==> config.mk <==
export PLATFORM = sky130hd
export DESIGN_NAME = ibex_lsu_resp_flat
export DESIGN_NICKNAME = d
export VERILOG_FILES = /design/src/rtl/ibex_pkg.sv /design/src/rtl/ibex_lsu_resp_if.sv /design/src/rtl/ibex_lsu_align.sv /design/src/rtl/ibex_lsu_resp.sv /design/src/flat_wrapper.sv
export SDC_FILE = /design/constraint.sdc
export NUM_CORES = 1
export LEC_CHECK = 0
export ABC_AREA = 1
export CAP_MARGIN = 20
export CORE_MARGIN = 2
export CORE_UTILIZATION = 52
export CTS_BUF_LIST = sky130_fd_sc_hd__clkbuf_8 sky130_fd_sc_hd__clkbuf_16
export DETAILED_ROUTE_END_ITERATION = 7
export PLACE_DENSITY = 0.94
export SETUP_SLACK_MARGIN = 0.4
export SLEW_MARGIN = 10
export SYNTH_ARGS = -nofsm -noshare
export SYNTH_HDL_FRONTEND = slang
export SYNTH_HIERARCHICAL = 1
export SYNTH_SLANG_ARGS = --single-unit
==> constraint.sdc <==
create_clock -name clk_i -period 4.1 [get_ports clk_i]
set_input_delay 0.615 -clock clk_i [delete_from_list [all_inputs] [get_ports clk_i]]
set_output_delay 0.615 -clock clk_i [all_outputs]
set_load 0.02 [all_outputs]
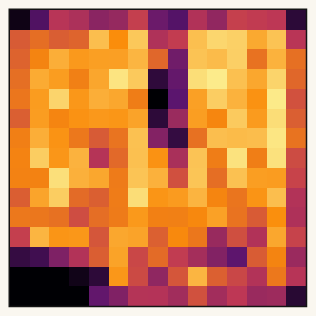
util_map.png
Drawn at 2 px/um. 15 x 15 tiles, from black (low) to pale yellow (high), 0 to 100% covered.
The emptiest ninth of the die: lower left. 3.6% of the tiles are nearly empty. The fullest tile reaches 96%. The mean over all tiles is 63%. 40% of the tiles are over 75% full.
final core occ: 69.7%
core area: 20200 um2
initial core utilization: 53.2%

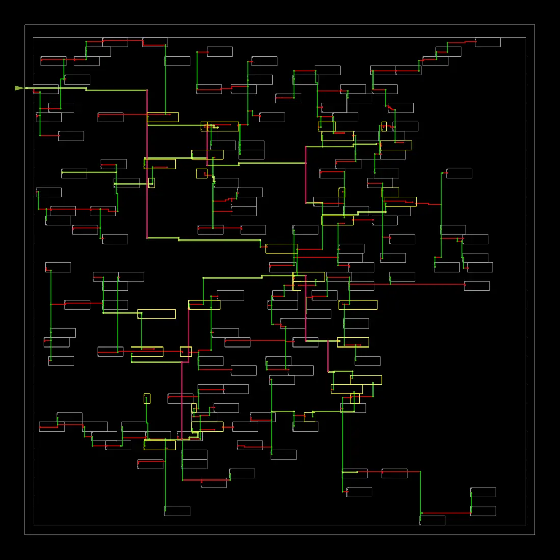
clock_nets.png
clk_lat worst skew: 0.43 ns
clk sinks: 137
CTS buffer count: 17
layout sequential cell count: 137

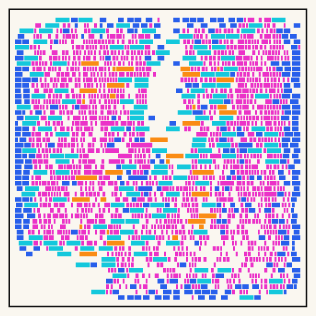
class_map.png
Drawn at 2 px/um.
Cyan shows registers, cells 137, share of their area 20%. Magenta shows remaining logic cells, cells 1571, share of their area 55%. Orange shows clock drivers and dummy loads, cells 32, share of their area 4.2%. Blue shows remaining buffers and delay cells, cells 291, share of their area 21%.
Seq area share: 19.5%
num rows: 52
design area: 14100 um2

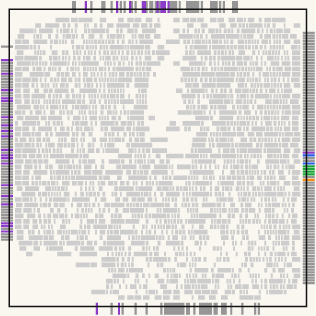
pinout.png
Drawn at 2 px/um. Pins as bars across the die edge, other pins in gray.
Purple shows lsu_addr_last_o, pins 32, direction output, edge 19 left, 10 top, 2 bottom, 1 right. Green shows data_bus_be, pins 4, direction output, edge right. Blue shows lsu_type_i, pins 2, direction input, edge right. Orange shows lsu_we_i, pins 1, direction input, edge right.
die span in x: 148 um
count of input and output buffers: 242
DIE HEIGHT: 148 um

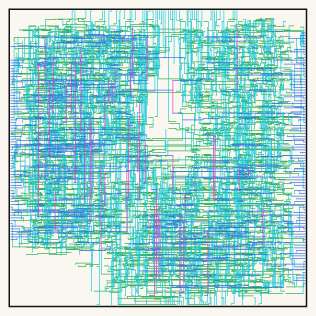
layers.png
Drawn at 2 px/um.
Green shows M1, wire length 15700 um. Magenta shows M4, wire length 1200 um. Blue shows M3, wire length 4710 um. Cyan shows M2, wire length 17100 um.
WL/cell: 16.8 um
global-route usage over all layers: 34.0%
vias: 13300
Routed Wire Length: 38800 um

==> summary.txt <==
flow finished, numbers: outcome=finished, final reports clean, total die size=21800 um2, Pre-antenna DRT Iters=6, area fraction of the dominant cell type after synthesis=25.5%, cell family with most CP delay=buffers and inverters, total congestion overflow=0, Top area cell types=dfxtp_1, nand2_1, o21ai_0, crit path max fanout=37, layout overhead on the synthesized area=31.0%, most common logic cell in the routed design=nand2_1, Tot Pwr=10.7 mW, sequential share of the synthesized area=~26%, fin crit share=90.3%, startpoint type of the worst setup path=register, drc violations=0, flops out of synthesis=~140, largest net degree at the start of global routing=121, CP max stage delay=0.62 ns, CP Cell Sequence=bufinv_16, nand2_8, nor2_2, clkinv_2, a21oi_4, inv_4, buf_4, a21oi_1, clkdlybuf4s50_1, final tally of hold violations=0, slowest CP cell=clkdlybuf4s50_1, metal1 wirelength=15700 um, Mux area share=under 10%, DRT antenna net count=0, Max Fclk=approximately 270 MHz, Setup Crit Path Kind=register to output port, H-tree level count=4, yosys aoi share=21.0%, syn_area_per_cell=between 5 and 6 um2, Via density=5.77, met3 usage=approximately 7.4%, Gate power share=67.5%, metal2 WL=~17000 um, PwrDens=approximately 760 nW/um2, cell count along the critical path=9, Cell Int Power=between 5 and 6 mW, Hold/Removal Path Class=register to register, OpenROAD warnings=30, Lkg Pwr=6.91 nW, metal3 WL=roughly 4700 um, VDD IR max=approximately 0.47 mV, initial antenna violation count=0, top cells by count, synth=nand2_1, nor2_1, o21ai_0, inv_1, nand3_1, yosys simple share=between 30% and 40%, routability cong.=between 0.9 and 1, worst-margin pin slew=1.12 ns, fill count=1709, critical path buffer and inverter count=5, Yosys warnings=6, crit path DAT=3.09 ns, Clock Path Buffers=2, clock network power=1.54 mW, Iteration-0 DRC Markers=around 1400, met1 usage=between 40% and 50%, clock network power share=between 10% and 20%, ys async rst share=0%, first-pass GRT wire length=between 60000 and 70000 um, largest area contributor in the netlist=dfxtp_1, I/O pin total=about 250, synthesized cell area=roughly 11000 um2, Seq power=a little under 2 mW, Main logic family=simple AND/OR/NAND/NOR gates, Psw=between 5 and 6 mW, yosys adder share=less than 1%, Yosys Chip Area=~11000 um2, Yosys cell types=around 42, CP Capture Type=output port, uppermost layer routed=met4, combinational logic power=approximately 7.2 mW, Req. time, crit path=roughly 3.5 ns, ratio of cells with drive above 1 in the final layout=a little under a tenth, Slew HR=25.6%, clock transition at the registers of the reported paths=roughly 0.06 ns, vias in the first global route=around 12000, Top power group=combinational logic, xor/xnor share=less than 1%, Setup Skew=around 0.011 ns, Setup Buffers After CTS=14, # hold bufs at CTS=0, busiest grt layer=met2, RSZ-0062 raised after global routing=yes, root buffer cell=clkbuf_16, Finish-stage setup viols=0, reg2reg path depth=12, Min Clock Period, post-route=3.70 ns, Register-to-Register Setup Slack=roughly 1.5 ns, CTS tree=yes, cells in synth_stat.txt=1826, Post-Synthesis Cells=roughly 1800, # resized after CTS=just under 50, switching fraction of total power=52.2%, Final TNS setup=0 ns, count leader, synth=nand2_1, Top cells excl fill/tap=nand2_1, nor2_1, o21ai_0, NumNets Final=2126, EDFF count, synth=0, Final Max-Slew Violation Tally=0, max-cap viol count=0, Hold Path Stages=2, met2 GRT Util=roughly 54%, dominant register cell=dfxtp_1, Post-DP HPWL=26300 um, antenna cells=0, Seq pwr share=between 10% and 20%
per-stage QoR:
step	hold WS, ns	instance area (um2)	std cells	setup WS, ns
2_1_floorplan	0.425	10800	1827	0.848
3_3_place_gp	0.433	13200	2248	0.280
3_5_place_dp	0.439	13200	2248	0.235
4_1_cts	0.448	13900	2296	0.402
5_1_grt	0.468	14100	2301	0.251
6_report	0.448	14100	2301	0.398
cell type report:
class | instances | area (um2) | area share, %
clock inverter | 13 | 128 | 0.906
clock buffer | 19 | 453 | 3.21
tap | 270 | 338 | 2.40
multi-input combinational | 1370 | 6750 | 47.9
timing repair buffer | 291 | 2880 | 20.5
sequential | 137 | 2750 | 19.5
inverter | 201 | 790 | 5.60
tightest hold or removal path, stage by stage, from the launching register on:
cell and delay [ns]:
dfxtp_1 0.29, inv_1 0.05, a21oi_1 0.05
No activity file was given, so power comes from the tool's default toggle rates.
